--- config.mk ---
export PLATFORM = sky130hd
export DESIGN_NAME = vga_rect_fill_engine_flat
export DESIGN_NICKNAME = d
export VERILOG_FILES = /design/src/rtl/vga_rect_fill_if.sv /design/src/rtl/vga_rect_fill_engine.sv /design/src/flat_wrapper.sv
export SDC_FILE = /design/constraint.sdc
export NUM_CORES = 1
export LEC_CHECK = 0
export ABC_CLOCK_PERIOD_IN_PS = 4840
export CORE_ASPECT_RATIO = 1.25
export CORE_MARGIN = 1.5
export CORE_UTILIZATION = 57
export DETAILED_ROUTE_END_ITERATION = 10
export GPL_TIMING_DRIVEN = 0
export PLACE_DENSITY_LB_ADDON = 0.3
export RECOVER_POWER = 50
export SYNTH_ARGS = -nofsm -noshare
export SYNTH_HDL_FRONTEND = slang
export SYNTH_SLANG_ARGS = --single-unit
--- constraint.sdc ---
create_clock -name clk -period 4.84 [get_ports clk]
set_input_delay 0.726 -clock clk [delete_from_list [all_inputs] [get_ports clk]]
set_output_delay 0.726 -clock clk [all_outputs]
set_load 0.02 [all_outputs]
--- src/rtl/vga_rect_fill_if.sv ---
// rtl/vga_rect_fill_if.sv - control/plot bundle between fill engine and its users
interface vga_rect_fill_if #(
  parameter int SCREEN_W = 160,
  parameter int SCREEN_H = 120,
  parameter int COLOR_W  = 3
);
  localparam int XW = $clog2(SCREEN_W);
  localparam int YW = $clog2(SCREEN_H);

  logic               start;
  logic [1:0]         mode;
  logic [COLOR_W-1:0] fill_color;
  logic [XW-1:0]      x0;
  logic [YW-1:0]      y0;
  logic [XW-1:0]      x1;
  logic [YW-1:0]      y1;
  logic               stall;
  logic [XW-1:0]      x;
  logic [YW-1:0]      y;
  logic [COLOR_W-1:0] color;
  logic               plot;
  logic               busy;
  logic               done;

  modport master (
    output start, mode, fill_color, x0, y0, x1, y1, stall,
    input  x, y, color, plot, busy, done
  );

  modport slave (
    input  start, mode, fill_color, x0, y0, x1, y1, stall,
    output x, y, color, plot, busy, done
  );
endinterface

--- src/rtl/vga_rect_fill_engine.sv ---
// rtl/vga_rect_fill_engine.sv - clipped rectangle / screen-clear pixel generator
module vga_rect_fill_engine #(
  parameter int SCREEN_W       = 160,
  parameter int SCREEN_H       = 120,
  parameter int COLOR_W        = 3,
  parameter int STRIPE_SHIFT   = 0,
  parameter int CELL_LOG2      = 3,
  parameter bit CLEAR_ON_RESET = 1'b1
) (
  input logic            clk,
  input logic            reset,
  vga_rect_fill_if.slave bus
);
  localparam int XW = $clog2(SCREEN_W);
  localparam int YW = $clog2(SCREEN_H);
  // Wide enough that every stripe slice and checker bit lands inside it (zero-extension).
  localparam int EW = XW + YW + STRIPE_SHIFT + COLOR_W + CELL_LOG2 + 1;
  localparam logic [XW-1:0] X_MAX = XW'(SCREEN_W - 1);
  localparam logic [YW-1:0] Y_MAX = YW'(SCREEN_H - 1);
  localparam logic [XW:0]   X_LIM = (XW+1)'(SCREEN_W);
  localparam logic [YW:0]   Y_LIM = (YW+1)'(SCREEN_H);

  typedef enum logic [1:0] {S_CLEAR, S_IDLE, S_FILL, S_DONE} state_t;
  localparam state_t S_RESET = CLEAR_ON_RESET ? S_CLEAR : S_IDLE;

  state_t             state_q, state_n;
  logic [XW-1:0]      x_q, x_n, xmin_q, xmin_n, xmax_q, xmax_n, x1c;
  logic [YW-1:0]      y_q, y_n, ymax_q, ymax_n, y1c;
  logic [1:0]         mode_q, mode_n;
  logic [COLOR_W-1:0] fc_q, fc_n, color_q, color_n;
  logic               plot_q, plot_n, empty;

  function automatic logic [COLOR_W-1:0] color_of(
    input logic [1:0] m, input logic [COLOR_W-1:0] fc,
    input logic [XW-1:0] px, input logic [YW-1:0] py);
    logic [EW-1:0] xe, ye;
    xe = EW'(px);
    ye = EW'(py);
    case (m)
      2'd0:    color_of = fc;
      2'd1:    color_of = ye[STRIPE_SHIFT +: COLOR_W];
      2'd2:    color_of = xe[STRIPE_SHIFT +: COLOR_W];
      default: color_of = (xe[CELL_LOG2] ^ ye[CELL_LOG2]) ? fc : '0;
    endcase
  endfunction

  // Clip the requested rectangle against the screen and flag an empty result.
  always_comb begin
    x1c   = (bus.x1 > X_MAX) ? X_MAX : bus.x1;
    y1c   = (bus.y1 > Y_MAX) ? Y_MAX : bus.y1;
    empty = (bus.x0 > x1c) || (bus.y0 > y1c) ||
            ({1'b0, bus.x0} >= X_LIM) || ({1'b0, bus.y0} >= Y_LIM);
  end

  // Next state and next pixel; CLEAR reuses the fill walker with full-screen bounds, colour 0.
  always_comb begin
    state_n = state_q;
    x_n     = x_q;
    y_n     = y_q;
    plot_n  = plot_q;
    xmin_n  = xmin_q;
    xmax_n  = xmax_q;
    ymax_n  = ymax_q;
    mode_n  = mode_q;
    fc_n    = fc_q;
    case (state_q)
      S_CLEAR, S_FILL: begin
        if (!bus.stall) begin
          if (x_q < xmax_q) begin
            x_n = x_q + 1'b1;
          end else if (y_q < ymax_q) begin
            x_n = xmin_q;
            y_n = y_q + 1'b1;
          end else begin
            state_n = S_DONE;
            plot_n  = 1'b0;
          end
        end
      end
      S_IDLE: begin
        plot_n = 1'b0;
        if (bus.start) begin
          mode_n = bus.mode;
          fc_n   = bus.fill_color;
          if (empty) begin
            state_n = S_DONE;
          end else begin
            state_n = S_FILL;
            xmin_n  = bus.x0;
            xmax_n  = x1c;
            ymax_n  = y1c;
            x_n     = bus.x0;
            y_n     = bus.y0;
            plot_n  = 1'b1;
          end
        end
      end
      default: begin
        state_n = S_IDLE;
        plot_n  = 1'b0;
      end
    endcase
    color_n = color_of(mode_n, fc_n, x_n, y_n);
  end

  // State, latched request and registered pixel outputs; reset restarts the clear.
  always_ff @(posedge clk or negedge reset) begin
    if (!reset) begin
      state_q <= S_RESET;
      x_q     <= '0;
      y_q     <= '0;
      color_q <= '0;
      plot_q  <= CLEAR_ON_RESET;
      xmin_q  <= '0;
      xmax_q  <= X_MAX;
      ymax_q  <= Y_MAX;
      mode_q  <= 2'd0;
      fc_q    <= '0;
    end else begin
      state_q <= state_n;
      x_q     <= x_n;
      y_q     <= y_n;
      color_q <= color_n;
      plot_q  <= plot_n;
      xmin_q  <= xmin_n;
      xmax_q  <= xmax_n;
      ymax_q  <= ymax_n;
      mode_q  <= mode_n;
      fc_q    <= fc_n;
    end
  end

  assign bus.x     = x_q;
  assign bus.y     = y_q;
  assign bus.color = color_q;
  assign bus.plot  = plot_q;
  assign bus.busy  = (state_q != S_IDLE);
  assign bus.done  = (state_q == S_DONE);
endmodule

--- src/flat_wrapper.sv ---
// flat-port wrapper written by rule: the top's interface ports become plain ports
module vga_rect_fill_engine_flat 
#(
  parameter int SCREEN_W       = 160,
  parameter int SCREEN_H       = 120,
  parameter int COLOR_W        = 3,
  parameter int STRIPE_SHIFT   = 0,
  parameter int CELL_LOG2      = 3,
  parameter bit CLEAR_ON_RESET = 1'b1
)
  (clk, reset, bus_start, bus_mode, bus_fill_color, bus_x0, bus_y0, bus_x1, bus_y1, bus_stall, bus_x, bus_y, bus_color, bus_plot, bus_busy, bus_done);
  vga_rect_fill_if #(.SCREEN_W(SCREEN_W), .SCREEN_H(SCREEN_H), .COLOR_W(COLOR_W)) bus_i ();
  input logic clk;
  input logic reset;
  input wire logic [$bits(bus_i.start)-1:0] bus_start;
  input wire logic [$bits(bus_i.mode)-1:0] bus_mode;
  input wire logic [$bits(bus_i.fill_color)-1:0] bus_fill_color;
  input wire logic [$bits(bus_i.x0)-1:0] bus_x0;
  input wire logic [$bits(bus_i.y0)-1:0] bus_y0;
  input wire logic [$bits(bus_i.x1)-1:0] bus_x1;
  input wire logic [$bits(bus_i.y1)-1:0] bus_y1;
  input wire logic [$bits(bus_i.stall)-1:0] bus_stall;
  output wire logic [$bits(bus_i.x)-1:0] bus_x;
  output wire logic [$bits(bus_i.y)-1:0] bus_y;
  output wire logic [$bits(bus_i.color)-1:0] bus_color;
  output wire logic [$bits(bus_i.plot)-1:0] bus_plot;
  output wire logic [$bits(bus_i.busy)-1:0] bus_busy;
  output wire logic [$bits(bus_i.done)-1:0] bus_done;
  assign bus_i.start = bus_start;
  assign bus_i.mode = bus_mode;
  assign bus_i.fill_color = bus_fill_color;
  assign bus_i.x0 = bus_x0;
  assign bus_i.y0 = bus_y0;
  assign bus_i.x1 = bus_x1;
  assign bus_i.y1 = bus_y1;
  assign bus_i.stall = bus_stall;
  assign bus_x = bus_i.x;
  assign bus_y = bus_i.y;
  assign bus_color = bus_i.color;
  assign bus_plot = bus_i.plot;
  assign bus_busy = bus_i.busy;
  assign bus_done = bus_i.done;
  vga_rect_fill_engine #(.SCREEN_W(SCREEN_W), .SCREEN_H(SCREEN_H), .COLOR_W(COLOR_W), .STRIPE_SHIFT(STRIPE_SHIFT), .CELL_LOG2(CELL_LOG2), .CLEAR_ON_RESET(CLEAR_ON_RESET)) u_core (.clk(clk), .reset(reset), .bus(bus_i));
endmodule
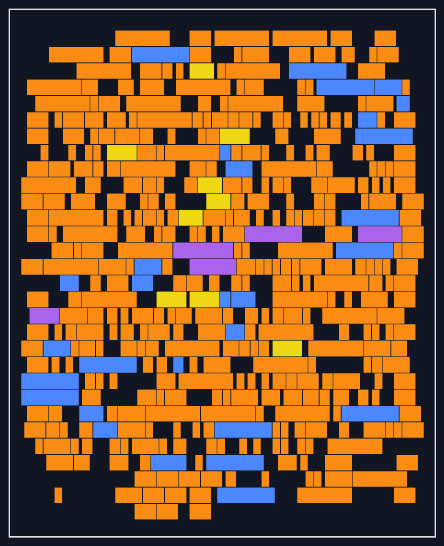
Figure 1: run 1, sizing map.
Drawn at 6 px/micron.
color	size	cells
orange	x1 and smaller	384
yellow	x6 and larger	9
blue	x2	29
purple	x3 and x4	5

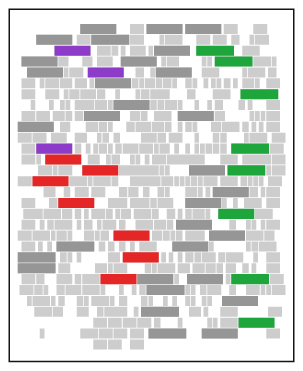
Figure 2: run 1, sequential cells grouped by signal name.
Drawn at 4 px/micron. Other sequential cells in the stronger gray, the rest of the logic in the fainter gray.
color	signal	flops
green	u_core.xmax_q	8
red	u_core.bus.y	7
purple	u_core.fc_q	3

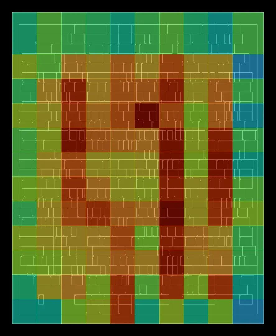
Figure 3: run 1, routing congestion map.
GR Util met2: 0.511
met1 usage: 0.353

==> summary.txt, run 1 <==
yosys + openroad results -> status complete, no violations, 1st-iter DRT viols 244, Simple-Gate Fraction of Synth Area 0.183, buffer-and-inverter tally for the worst setup path 5, via count around 3000, cts bufs inserted 5, Crit path depth 14, Comb group around 1.4 mW, slowest cell delay on critical path around 0.49 ns, Area leader share 0.275, Non-clk invs 33, chip width approximately 71 microns, flip-flops with a built-in enable 0, Fin. Hold Viols 0, antenna-violating nets left 0, Routed met1 length 3280 microns, CTS sink count 49, worst hold path class reg2reg, DIE AREA just over 0.006 sq mm, ys async rst share 1.00, Sequential Power Share 0.333, Setup-failing EPs final 0, reg2reg start u_core.ymax_q[2]$_DFFE_PN1P_, layout cells sized above 1 0.101, aoi share 0.225, P_int around 1.3 mW, area growth from synthesis to layout 22.6%, Congestion Overflow GR 0, IO buf count between 50 and 60, Lkg Pwr approximately 1.9 nW, Core Area ~0.0055 sq mm, arrival time worst endpoint 3.93 ns, Root Driver clkbuf_8, design area 0.00401 sq mm, Skew-Pair Late Insertion Delay about 0.3 ns, top cell class by occupied area combinational gates, Cell Chain, Critical Path clkdlybuf4s50_1 -> inv_1 -> nor2_1 -> nor2_1 -> ha_1 -> a21o_1 -> a21oi_1 -> nand3_1 -> a21oi_1 -> and2_1 -> buf_6 -> buf_2 -> clkbuf_1 -> o21ai_0, maximum VDD drop roughly 0.00038 V, CP Capture Type register, grt peak-use layer met2, wire per inst between 15 and 20 microns, sequential share of cell area 0.310, dpl cell area just under 0.004 sq mm
Figure 4. Met2 routing (run 1).
Drawn at 4 px/micron.
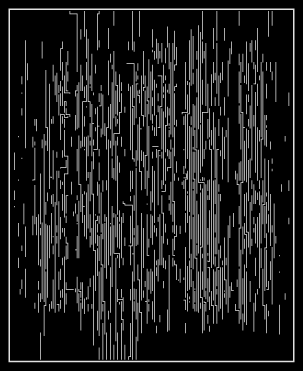

==> run 2, diff against run 1 <==
--- a/config.mk
+++ b/config.mk
@@ -5,10 +5,10 @@
 export SDC_FILE = /design/constraint.sdc
 export NUM_CORES = 1
 export LEC_CHECK = 0
-export ABC_CLOCK_PERIOD_IN_PS = 4840
+export ABC_CLOCK_PERIOD_IN_PS = 3250
 export CORE_ASPECT_RATIO = 1.25
 export CORE_MARGIN = 1.5
-export CORE_UTILIZATION = 57
+export CORE_UTILIZATION = 48
 export DETAILED_ROUTE_END_ITERATION = 10
 export GPL_TIMING_DRIVEN = 0
 export PLACE_DENSITY_LB_ADDON = 0.3
==> constraint.sdc (replaced) <==
create_clock -name clk -period 3.25 [get_ports clk]
set_input_delay 0.4875 -clock clk [delete_from_list [all_inputs] [get_ports clk]]
set_output_delay 0.4875 -clock clk [all_outputs]
set_load 0.02 [all_outputs]
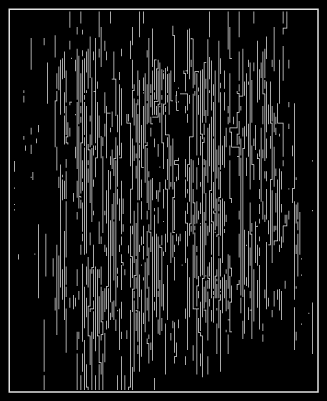
Figure 5: run 2, met2 routing.
Drawn at 4 px/micron.
longest straight run	37.1 microns
main direction	vertical
share of all routed wire	51%

==> summary.txt, run 2 <==
yosys + openroad results -> status complete, no violations, P_int 2.19 mW (+64%), buffer-and-inverter tally for the worst setup path 2 (-3), aoi share 0.225 (unchanged), top cell class by occupied area combinational gates, CP Capture Type register, ys async rst share 1.00 (unchanged), Setup-failing EPs final 0 (unchanged), IO buf count 58 (unchanged), Core Area 0.00657 sq mm (+20%), Lkg Pwr 1.96 nW (+5.1%), area growth from synthesis to layout 28.6%, Area leader share 0.275 (unchanged), met1 usage 0.289 (-0.0642), arrival time worst endpoint 3.37 ns (-0.56 ns), grt peak-use layer met2, Skew-Pair Late Insertion Delay 0.31 ns (about the same), Comb group 2.10 mW (+53%), GR Util met2 0.431 (-0.0792), Simple-Gate Fraction of Synth Area 0.183 (unchanged), slowest cell delay on critical path 0.42 ns (-0.07 ns), via count 2937 (-3.1%), Non-clk invs 33 (unchanged), antenna-violating nets left 0 (unchanged), Sequential Power Share 0.311 (-0.022), chip width 76.8 microns (+8.6%), Cell Chain, Critical Path clkdlybuf4s50_1 -> nor2_1 -> nor2_4 -> or2_2 -> ha_1 -> nand2_1 -> nor3_1 -> a21oi_2 -> a21oi_2 -> and2_4 -> buf_6 -> a221oi_4 -> xor2_2 -> a21o_1 -> a21o_1, Routed met1 length 3620 microns (+10%), Congestion Overflow GR 0 (unchanged), wire per inst 16.8 microns (-2.9%), Fin. Hold Viols 0 (unchanged), crit start category input port, cts bufs inserted 5 (unchanged), maximum VDD drop 0.000430 V (+13%), sequential share of cell area 0.295 (-0.0144), 1st-iter DRT viols 170 (-30%), flip-flops with a built-in enable 0 (unchanged), CTS sink count 49 (unchanged)
No activity file was given, so power comes from the tool's default toggle rates.
